[src/rtl/pcpu.sv]
// Shared display-side constants and types used by the VGA write path.
package pcpu;
  localparam int VGA_DISP_ADDR_W = 12;
  localparam int VGA_DISP_DATA_W = 8;
  localparam logic [VGA_DISP_DATA_W-1:0] VGA_CLEAR_CHAR = 8'h20;
  localparam logic [VGA_DISP_ADDR_W-1:0] VGA_CLEAR_LAST = 12'd4095;

  typedef enum logic {VWA_IDLE, VWA_CLEAR} vga_wr_arb_state_t;

  // Position of the ofs-th candidate when scanning round-robin from base.
  function automatic int rr_wrap(input int base, input int ofs, input int n);
    return (base + ofs) % n;
  endfunction
endpackage

[src/rtl/vga_display_write_arb_if.sv]
// Requester-side and display-side signals of the character-buffer write arbiter.
interface vga_display_write_arb_if #(
  parameter int N_REQ  = 2,
  parameter int ADDR_W = 12,
  parameter int DATA_W = 8
) ();
  // Handshake: a requester raises req_valid[i] with stable req_addr/req_data
  // slices and holds them until req_ready[i]; a transfer happens in any cycle
  // where req_valid[i] & req_ready[i]. req_valid never depends on req_ready.
  logic [N_REQ-1:0]        req_valid;
  logic [N_REQ*ADDR_W-1:0] req_addr;
  logic [N_REQ*DATA_W-1:0] req_data;
  logic [N_REQ-1:0]        req_ready;
  logic                    clear_start;
  logic                    busy;
  logic                    display_wen;
  logic [ADDR_W-1:0]       display_w_addr;
  logic [DATA_W-1:0]       display_w_data;

  modport slave (
    input  req_valid, req_addr, req_data, clear_start,
    output req_ready, busy, display_wen, display_w_addr, display_w_data
  );

  modport master (
    output req_valid, req_addr, req_data, clear_start,
    input  req_ready, busy, display_wen, display_w_addr, display_w_data
  );
endinterface

[src/rtl/rr_arbiter.sv]
// Combinational round-robin grant: first requester at or after ptr, wrapping.
module rr_arbiter
  import pcpu::*;
#(
  parameter int N     = 2,
  parameter int PTR_W = 1
) (
  input  logic [N-1:0]     req,
  input  logic [PTR_W-1:0] ptr,
  output logic [N-1:0]     grant,
  output logic [PTR_W-1:0] idx,
  output logic             any
);
  always_comb begin
    grant = '0;
    idx   = '0;
    any   = 1'b0;
    for (int k = 0; k < N; k++) begin
      for (int i = 0; i < N; i++) begin
        if (!any && req[i] && (i == rr_wrap(int'(ptr), k, N))) begin
          any      = 1'b1;
          grant[i] = 1'b1;
          idx      = PTR_W'(i);
        end
      end
    end
  end
endmodule

[src/rtl/vga_display_write_arb.sv]
// Round-robin arbiter and full-buffer clear sequencer in front of the
// display character-buffer write port.
module vga_display_write_arb
  import pcpu::*;
#(
  parameter int                 N_REQ      = 2,
  parameter int                 ADDR_W     = VGA_DISP_ADDR_W,
  parameter int                 DATA_W     = VGA_DISP_DATA_W,
  parameter logic [DATA_W-1:0]  CLEAR_CHAR = VGA_CLEAR_CHAR,
  parameter logic [ADDR_W-1:0]  CLEAR_LAST = VGA_CLEAR_LAST
) (
  input  logic                     clk,
  input  logic                     rst,
  vga_display_write_arb_if.slave   bus,
  output vga_wr_arb_state_t        state_dbg
);
  localparam int PTR_W = (N_REQ > 1) ? $clog2(N_REQ) : 1;

  vga_wr_arb_state_t state_q, state_d;
  logic [PTR_W-1:0]  ptr_q, ptr_d;
  logic [ADDR_W-1:0] cnt_q, cnt_d;
  logic              wen_q, wen_d;
  logic [ADDR_W-1:0] addr_q, addr_d;
  logic [DATA_W-1:0] data_q, data_d;

  logic [N_REQ-1:0]  grant;
  logic [PTR_W-1:0]  gidx;
  logic              gany;
  logic              grant_ok;

  rr_arbiter #(.N(N_REQ), .PTR_W(PTR_W)) u_rr (
    .req   (bus.req_valid),
    .ptr   (ptr_q),
    .grant (grant),
    .idx   (gidx),
    .any   (gany)
  );

  // Grants only exist in IDLE, never in the cycle a clear is requested.
  assign grant_ok      = (state_q == VWA_IDLE) && !bus.clear_start && !rst;
  assign bus.req_ready = grant_ok ? grant : '0;
  assign bus.busy      = (state_q == VWA_CLEAR);
  assign bus.display_wen    = wen_q;
  assign bus.display_w_addr = addr_q;
  assign bus.display_w_data = data_q;
  assign state_dbg          = state_q;

  always_ff @(posedge clk or posedge rst) begin
    if (rst) begin
      state_q <= VWA_IDLE;
      ptr_q   <= '0;
      cnt_q   <= '0;
      wen_q   <= 1'b0;
      addr_q  <= '0;
      data_q  <= '0;
    end else begin
      state_q <= state_d;
      ptr_q   <= ptr_d;
      cnt_q   <= cnt_d;
      wen_q   <= wen_d;
      addr_q  <= addr_d;
      data_q  <= data_d;
    end
  end

  always_comb begin
    state_d = state_q;
    case (state_q)
      VWA_IDLE:  if (bus.clear_start) state_d = VWA_CLEAR;
      VWA_CLEAR: if (cnt_q == CLEAR_LAST) state_d = VWA_IDLE;
      default:   state_d = VWA_IDLE;
    endcase
  end

  always_comb begin
    ptr_d  = ptr_q;
    cnt_d  = cnt_q;
    wen_d  = 1'b0;
    addr_d = addr_q;
    data_d = data_q;
    case (state_q)
      VWA_IDLE: begin
        if (bus.clear_start) begin
          cnt_d = '0;
        end else if (gany) begin
          wen_d  = 1'b1;
          addr_d = bus.req_addr[int'(gidx)*ADDR_W +: ADDR_W];
          data_d = bus.req_data[int'(gidx)*DATA_W +: DATA_W];
          ptr_d  = (int'(gidx) == N_REQ-1) ? '0 : gidx + PTR_W'(1);
        end
      end
      VWA_CLEAR: begin
        wen_d  = 1'b1;
        addr_d = cnt_q;
        data_d = CLEAR_CHAR;
        cnt_d  = (cnt_q == CLEAR_LAST) ? '0 : cnt_q + ADDR_W'(1);
      end
      default: ;
    endcase
  end
endmodule

[src/flat_wrapper.sv]
// flat-port wrapper written by rule: the top's interface ports become plain ports
module vga_display_write_arb_flat import pcpu::*;
#(
  parameter int                 N_REQ      = 2,
  parameter int                 ADDR_W     = VGA_DISP_ADDR_W,
  parameter int                 DATA_W     = VGA_DISP_DATA_W,
  parameter logic [DATA_W-1:0]  CLEAR_CHAR = VGA_CLEAR_CHAR,
  parameter logic [ADDR_W-1:0]  CLEAR_LAST = VGA_CLEAR_LAST
)
  (clk, rst, state_dbg, bus_req_valid, bus_req_addr, bus_req_data, bus_clear_start, bus_req_ready, bus_busy, bus_display_wen, bus_display_w_addr, bus_display_w_data);
  vga_display_write_arb_if #(.N_REQ(N_REQ), .ADDR_W(ADDR_W), .DATA_W(DATA_W)) bus_i ();
  input  logic clk;
  input  logic rst;
  output vga_wr_arb_state_t state_dbg;
  input wire logic [$bits(bus_i.req_valid)-1:0] bus_req_valid;
  input wire logic [$bits(bus_i.req_addr)-1:0] bus_req_addr;
  input wire logic [$bits(bus_i.req_data)-1:0] bus_req_data;
  input wire logic [$bits(bus_i.clear_start)-1:0] bus_clear_start;
  output wire logic [$bits(bus_i.req_ready)-1:0] bus_req_ready;
  output wire logic [$bits(bus_i.busy)-1:0] bus_busy;
  output wire logic [$bits(bus_i.display_wen)-1:0] bus_display_wen;
  output wire logic [$bits(bus_i.display_w_addr)-1:0] bus_display_w_addr;
  output wire logic [$bits(bus_i.display_w_data)-1:0] bus_display_w_data;
  assign bus_i.req_valid = bus_req_valid;
  assign bus_i.req_addr = bus_req_addr;
  assign bus_i.req_data = bus_req_data;
  assign bus_i.clear_start = bus_clear_start;
  assign bus_req_ready = bus_i.req_ready;
  assign bus_busy = bus_i.busy;
  assign bus_display_wen = bus_i.display_wen;
  assign bus_display_w_addr = bus_i.display_w_addr;
  assign bus_display_w_data = bus_i.display_w_data;
  vga_display_write_arb #(.N_REQ(N_REQ), .ADDR_W(ADDR_W), .DATA_W(DATA_W), .CLEAR_CHAR(CLEAR_CHAR), .CLEAR_LAST(CLEAR_LAST)) u_core (.clk(clk), .rst(rst), .bus(bus_i), .state_dbg(state_dbg));
endmodule
[config.mk]
export PLATFORM = sky130hd
export DESIGN_NAME = vga_display_write_arb_flat
export DESIGN_NICKNAME = d
export VERILOG_FILES = /design/src/rtl/pcpu.sv /design/src/rtl/vga_display_write_arb_if.sv /design/src/rtl/rr_arbiter.sv /design/src/rtl/vga_display_write_arb.sv /design/src/flat_wrapper.sv
export SDC_FILE = /design/constraint.sdc
export NUM_CORES = 1
export LEC_CHECK = 0
export CAP_MARGIN = 15
export CORE_UTILIZATION = 25
export DETAILED_ROUTE_END_ITERATION = 10
export PLACE_DENSITY = 0.54
export SETUP_SLACK_MARGIN = 0.1
export SLEW_MARGIN = 20
export SYNTH_ARGS = -nofsm -noshare
export SYNTH_HDL_FRONTEND = slang
export SYNTH_SLANG_ARGS = --single-unit
[constraint.sdc]
create_clock -name clk -period 1.4 [get_ports clk]
set_input_delay 0.21 -clock clk [delete_from_list [all_inputs] [get_ports clk]]
set_output_delay 0.21 -clock clk [all_outputs]
set_load 0.03 [all_outputs]
==> run_1/met2.png <==
Drawn at 6 px/µm.
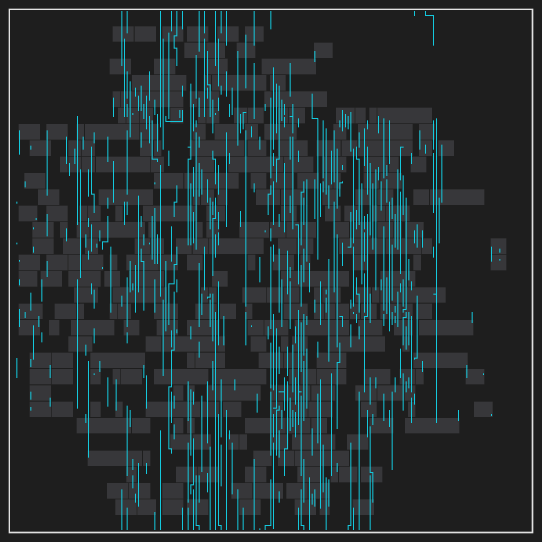
longest straight run: 50.7 µm
share of all routed wire: 48%

==> run_1/final_clocks.png <==
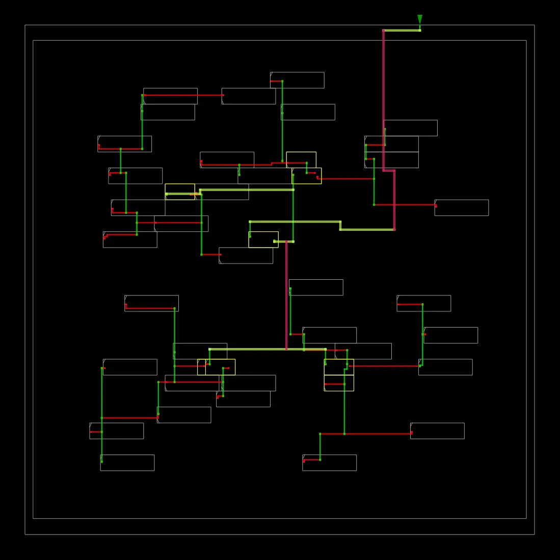
clock net sink count: 35
CTS buffer count: 5

==> run_1/cell_classes.png <==
Drawn at 4 px/µm. Fill, decap, tap and diode cells in gray.
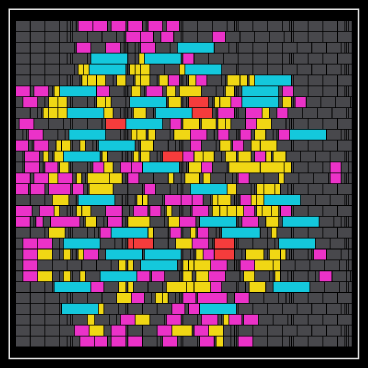
[cyan] flops | cells: 35 | share of their area: 28%
[magenta] other buffers and delay cells | cells: 120 | share of their area: 36%
[red] clock drivers and dummy loads | cells: 8 | share of their area: 3.2%
[yellow] all other logic | cells: 149 | share of their area: 32%

==> run 1: per-layer routing <==
| metal | track usage | wire length, µm | vias to the layer above | share of wire |
|---|---|---|---|---|
| met5 | 0 | 0 | - | 0 |
| met4 | 0.0364 | 54 | 0 | 0.0096 |
| met3 | 0.0341 | 286 | 4 | 0.051 |
| met2 | 0.263 | 2680 | 51 | 0.48 |
| met1 | 0.213 | 2620 | 918 | 0.46 |
| li1 | - | - | 943 | - |
==> run 1: critical path, cell delays in order, from the launching register on <==
cell and delay, ps:
dfrtp_2 430, or2_4 260, nor3_4 190, buf_6 150
==> run 1: area by class of cell <==
cell class / count / area share
inverters: 3 / 0.00467
multi-input cells: 146 / 0.305
well taps: 96 / 0.0374
clock buffers: 8 / 0.0312
repair buffers: 120 / 0.349
flip-flops and latches: 35 / 0.273
==> Changelog: implementation, run 1 <==
### Physical design

* Worst-Margin Slew at 473 ps
* Clk pwr share at 0.217
* Final #Nets at roughly 360
* Setup violations, final at 10
* # DRC at 0
* Clk buf depth at 2
* Vias per cell at approximately 4.7
* Seq cells post-synth at 35
* Late-Pin Clk Latency at about 280 ps
* Largest net degree at the start of global routing at 36
* CTS tree: done
* Logic family by area: AND-OR/OR-AND gates
* Most numerous logic cell after layout: clkdlybuf4s50_1
* Power Dens Cells at 1150 mW/mm²
* Syn nets at 242
* CP endpoint kind: output port
* Post-cts resize count at about 56
* Filler cell count at 652
* Worst vdd ir at roughly 0.00057 V
* Synth top cells by count: nand2_1, dfrtp_1, o21ai_0, nor2_1, a31oi_1
* Setup TNS at -827 ps
* H-tree levels at 2
* Clk slew on worst S/H paths at about 70 ps
* Yosys stat chip area at 0.00180 mm²
* Multiplexer share of the synthesized area at 0.0444
* Num ports at around 70
* Via count of the first global-routing pass at 1896
* P_leak at 1.40 nW
* FF+latch area at 877 µm²
* Top Consumer: combinational logic
* Top Layout Cells: clkdlybuf4s50_1, buf_4, nand2_1
* XOR Share, Synth at 0.0146
* Core Region at 0.00687 mm²
* First-pass detailed-route iteration total at 4
* DRT iter0 DRCs at 71
* Area Overhead vs Synth at 78.0%
* Netlist cell types at 43
* Crit path launch: u_core.bus.busy$_DFF_PP0_
* Comb gate area at 978 µm²
* Failing checks: setup timing
* Root buffer cell: clkbuf_8
* R2r endpoint: u_core.cnt_q[3]$_DFFE_PP0P_
* Max Slew Vio Count at 0
* Chip Height at 87.0 µm
* Post-synth EDFFs at 0
* P_seq at 1.38 mW
* R2R setup slack at -130 ps
* Crit-path max FO at 3
* Initial antenna violation count at 0
* Flop pwr share at 0.374
* Internal Power at 2.44 mW
* Status: finished, violations left
* Total number of vias at 1916
* Die area at 0.00756 mm²
* Synth area leaders: dfrtp_1, nand2_1, o21ai_0
* Fp util at 0.263
* Final WS setup at -134 ps
* Post-detailed-routing wire length at 5.64 mm
* Leading area contributor after synthesis: dfrtp_1
* First-pass GRT wire length at 9.28 mm
* Reg2reg start: u_core.cnt_q[1]$_DFFE_PP0P_
* Min Tclk post-route at between 1500 and 2000 ps
* Total setup buffers inserted after CTS at 7
* CTS Hold Bufs at 0
* Antenna Cells at 0
* Post-synth seq share at 0.485
* Syn Area/Cell at around 9.2 µm²
* Peak Freq at 652 MHz
* Worst reg2reg path depth at 6
* Simple-Gate Fraction of Synth Area at 0.196
* Hold_ws at 269 ps
* Portion of total power attributed to combinational logic at 0.410
==> run 2, diff against run 1 <==
--- a/config.mk
+++ b/config.mk
@@ -10,7 +10,6 @@
 export DETAILED_ROUTE_END_ITERATION = 10
 export PLACE_DENSITY = 0.54
 export SETUP_SLACK_MARGIN = 0.1
-export SLEW_MARGIN = 20
 export SYNTH_ARGS = -nofsm -noshare
 export SYNTH_HDL_FRONTEND = slang
 export SYNTH_SLANG_ARGS = --single-unit
==> run_2/clock_map.png <==
Drawn at 6 px/µm.
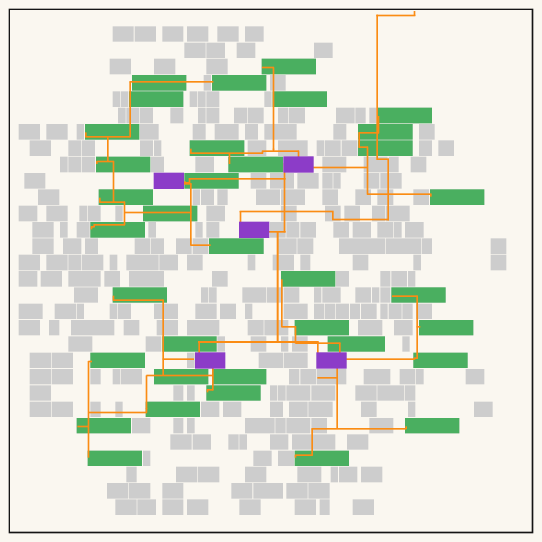
[green] flip-flops | count: 35
[orange] clock wires | length: 484 µm
[purple] cells driving clock nets | count: 5
routed clock nets: 6

==> run 2 against run 1 <==
Net effect: the run still ends with setup timing left; critical path depth did not move; cell count did not move; routed wire length did not move; register-to-register slack barely moved; critical path type unchanged.
==> Changelog: implementation, run 2 <==
### Physical design

* M1 WL at 2.62 mm (unchanged)
* R2r endpoint: u_core.cnt_q[3]$_DFFE_PP0P_ (unchanged)
* CTS buffer count at 5 (unchanged)
* Comb_multi_in at 146 (unchanged)
* Logic family by area: AND-OR/OR-AND gates (unchanged)
* Post-synth seq share at 0.485 (unchanged)
* Core Region at 0.00687 mm² (unchanged)
* ClkCell Share at 0.0312 (unchanged)
* CTS tree: done (unchanged)
* Netlist cell types at 43 (unchanged)
* Largest net degree at the start of global routing at 36 (unchanged)
* Hold_ws at 269 ps (unchanged)
* Late-Pin Clk Latency at 280 ps (about the same)
* CP endpoint kind: output port (unchanged)
* Portion of total power attributed to combinational logic at 0.410 (about the same)
* Failing checks: setup timing (unchanged)
* Worst path bufs/invs at 1 (unchanged)
* # DRC at 0 (unchanged)
* Multiplexer share of the synthesized area at 0.0444 (unchanged)
* Status: finished, violations left (unchanged)
* Met3 WL at 286 µm (unchanged)
* Reg2reg start: u_core.cnt_q[1]$_DFFE_PP0P_ (unchanged)
* Layout clock buffer count at 8 (unchanged)
* Synth area leaders: dfrtp_1, nand2_1, o21ai_0 (unchanged)
* P_leak at 1.40 nW (unchanged)
* Initial antenna violation count at 0 (unchanged)
* Setup violations, final at 10 (unchanged)
* FF+latch area at 877 µm² (unchanged)
* Most numerous logic cell after layout: clkdlybuf4s50_1 (unchanged)
* Final WS setup at -134 ps (unchanged)
* First-pass GRT wire length at 9.28 mm (unchanged)
* R2R setup slack at -130 ps (about the same)
* Post-synth EDFFs at 0 (unchanged)
* Setup TNS at -827 ps (unchanged)
* Met2 routed WL at 2.68 mm (unchanged)
* Worst reg2reg path depth at 6 (unchanged)
* Fp util at 0.263 (unchanged)
* Top Consumer: combinational logic (unchanged)
==> run_2/met2.png <==
Drawn at 6 px/µm.
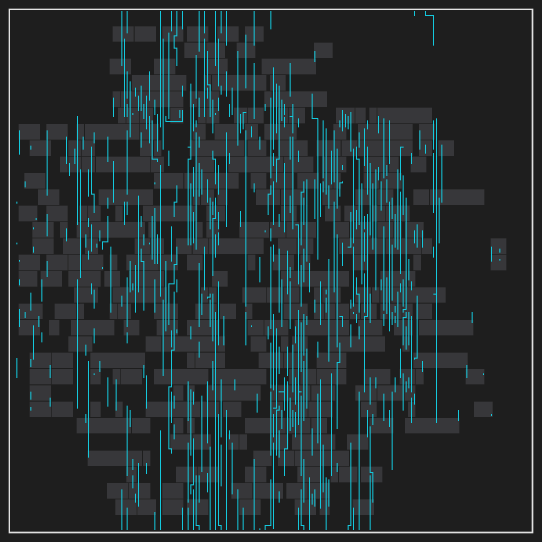
nets with wire on the layer: 302
main direction: vertical

-- run 2: cell counts after synthesis --
No cell type changed its count.
-- run 2: worst max-delay path by stage --
stage,from,slack [ps],to
2_1_floorplan,u_core.bus.busy$_DFF_PP0_,-140,bus_req_ready[1]
3_3_place_gp,bus_req_valid[0],-250,u_core.bus.display_w_addr[7]$_DFFE_PP0P_
3_5_place_dp,bus_req_valid[1],-330,u_core.bus.display_w_addr[3]$_DFFE_PP0P_
4_1_cts,u_core.bus.busy$_DFF_PP0_,-140,bus_req_ready[1]
5_1_grt,u_core.cnt_q[0]$_DFFE_PP0P_,-200,u_core.cnt_q[3]$_DFFE_PP0P_
6_report,u_core.bus.busy$_DFF_PP0_,-130,bus_req_ready[1]
==> run_2/final_clocks.png <==
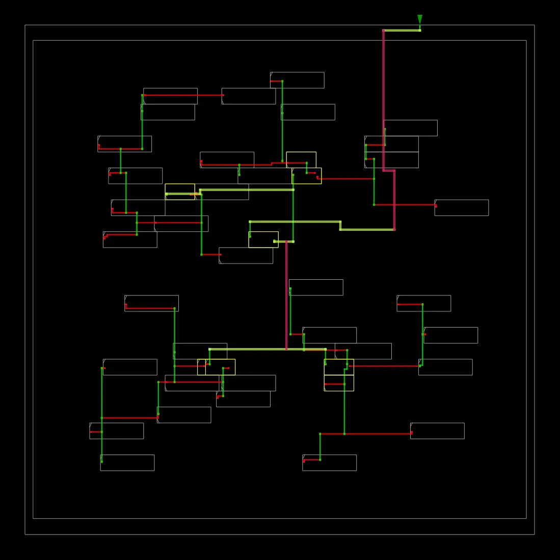

==> run 3, diff against run 2 <==
--- a/config.mk
+++ b/config.mk
@@ -8,8 +8,10 @@
 export CAP_MARGIN = 15
 export CORE_UTILIZATION = 25
 export DETAILED_ROUTE_END_ITERATION = 10
-export PLACE_DENSITY = 0.54
+export DONT_BUFFER_PORTS = 1
+export PLACE_DENSITY = 0.41
 export SETUP_SLACK_MARGIN = 0.1
 export SYNTH_ARGS = -nofsm -noshare
 export SYNTH_HDL_FRONTEND = slang
+export SYNTH_HIERARCHICAL = 1
 export SYNTH_SLANG_ARGS = --single-unit
==> run_3/final_clocks.png <==
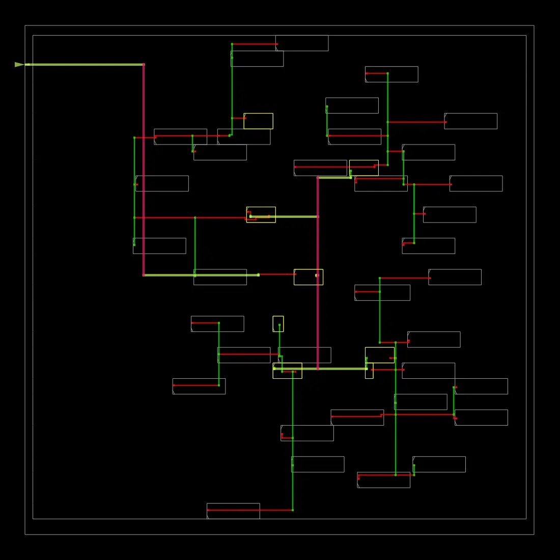
clk pwr: 0.753 mW
layout clock buffer count: 7
final setup skew: 5.25 ps

==> run 3 against run 2 <==
Net effect: critical path type is now flip-flop to flip-flop; cell count shrank 17%; total power decreased by 8.7%; the run still ends with setup timing left; flip-flop count unchanged; area after synthesis up 4.3%; largest cell class is now combinational gates; sequential share of layout area up 7.5 points; critical path depth rose by 2; clock power down 6.0%.
==> Changelog: implementation, run 3 <==
### Physical design

* Status: finished, violations left (unchanged)
* Failing checks: setup timing (unchanged)
* Comb gate area at 0.00105 mm² (was 978 µm²)
* DRT iter0 DRCs at 80 (was 71)
* Crit path to: u_core/cnt_q[5]$_DFFE_PP0P_ (was bus_req_ready[1])
* Comb_multi_in at 153 (was 146)
* FF+latch area at 877 µm² (unchanged)
* Number of signal-net buffers in the layout at 37 (was 120)
* Largest net degree at the start of global routing at 36 (unchanged)
* # DRC at 0 (unchanged)
* Largest class: combinational gates (was non-clock buffers)
* Vias per cell at 4.72 (was 4.70)
* Buffer share of cell area at 0.139 (was 0.349)
* Post-synth EDFFs at 0 (unchanged)
* Post-cts resize count at 21 (was 56)
* Clk slew on worst S/H paths at 70 ps (about the same)
* Peak Freq at 691 MHz (was 652 MHz)
* Crit path launch: u_core/cnt_q[7]$_DFFE_PP0P_ (was u_core.bus.busy$_DFF_PP0_)
* CP endpoint kind: flip-flop (was output port)
* Final WS setup at -47.2 ps (was -134 ps)
* Total setup buffers inserted after CTS at 4 (was 7)
* ClkCell Share at 0.0362 (was 0.0312)
* Crit path cell chain: nand4_1 -> o41ai_4 -> buf_4 -> o22ai_2 -> a21o_1 (was or2_4 -> nor3_4 -> buf_6)
* R2r endpoint: u_core/cnt_q[5]$_DFFE_PP0P_ (was u_core.cnt_q[3]$_DFFE_PP0P_)
* P_leak at 1.13 nW (was 1.40 nW)
* Core Region at 0.00725 mm² (was 0.00687 mm²)
* Clk buf depth at 2 (unchanged)
* Filler cell count at 797 (was 652)
* Fp util at 0.259 (was 0.263)
* Via count of the first global-routing pass at 1467 (was 1896)
* H-tree levels at 2 (unchanged)
* Reg2reg start: u_core/cnt_q[7]$_DFFE_PP0P_ (was u_core.cnt_q[1]$_DFFE_PP0P_)
* Root buffer cell: clkbuf_8 (unchanged)
* Setup TNS at -75.7 ps (was -827 ps)
* M1 WL at 2.26 mm (was 2.62 mm)
* Synth top cells by count: dfrtp_1, nand2_1, o21ai_0, mux2i_1, nor2_1 (was nand2_1, dfrtp_1, o21ai_0, nor2_1, a31oi_1)
* Max Slew Vio Count at 0 (unchanged)
* Num tapcells at 99 (was 96)
* CTS Hold Bufs at 1 (was 0)
* Antenna Cells at 0 (unchanged)
* Clock net sink count at 35 (unchanged)
* First-pass detailed-route iteration total at 4 (unchanged)
* Setup violations, final at 2 (was 10)
* Late-Pin Clk Latency at 280 ps (about the same)
* Crit-path max cell delay at 390 ps (was 430 ps)
* Seq cells post-synth at 35 (unchanged)
* Num ports at 70 (unchanged)
* Worst vdd ir at 0.000407 V (was 0.000567 V)
* Chip Height at 88.8 µm (was 87.0 µm)
* Worst path top cell family by delay: AND-OR/OR-AND gates (was simple AND/OR/NAND/NOR gates)
* Power Dens Cells at 1340 mW/mm² (was 1150 mW/mm²)
* Hold_ws at 127 ps (was 269 ps)
* Combinational share of cell area at 0.417 (was 0.305)
==> run_3/port_nets.png <==
Drawn at 4 px/µm.
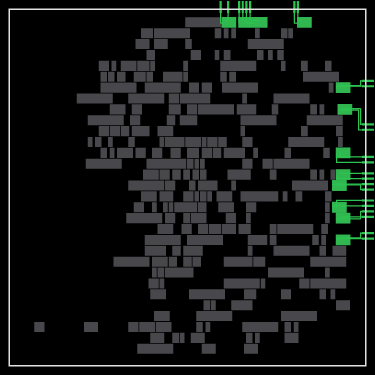
[green] bus_req_addr | bits: 24 | direction: input | edge: 16 east, 8 north | end cells: 12 | buffers: 0 | wire: 153 µm

## run 3: netlist changes by cell type after synthesis, sizes merged, moves of 3 or more
cell / previous run / this run
a21o: 0 / 3
a21oi: 2 / 15
a22o: 3 / 0
a31oi: 10 / 0
clkbuf: 6 / 9
inv: 2 / 6
mux2i: 8 / 21
nand2: 44 / 30
nor2: 11 / 16
nor2b: 0 / 4
o21a: 3 / 0
o21ai: 19 / 30
o22ai: 9 / 2
## run 3: where the power goes
group,leakage [nW],internal (mW),switching [mW]
combinational,0.651,0.476,0.482
clock,0.0482,0.397,0.356
sequential,0.434,1.24,0.424
## run 3: cell families after synthesis
group                      count (synthesis)  synth area share
muxes                                     22             0.118
DFF                                       35             0.465
adders and majority gates                  1           0.00665
buffers and inverters                     20            0.0445
AOI/OAI and AO/OA                         59             0.187
and+or+nand+nor                           71             0.179
Power figures rest on the tool's default switching activity, not on a simulated workload.
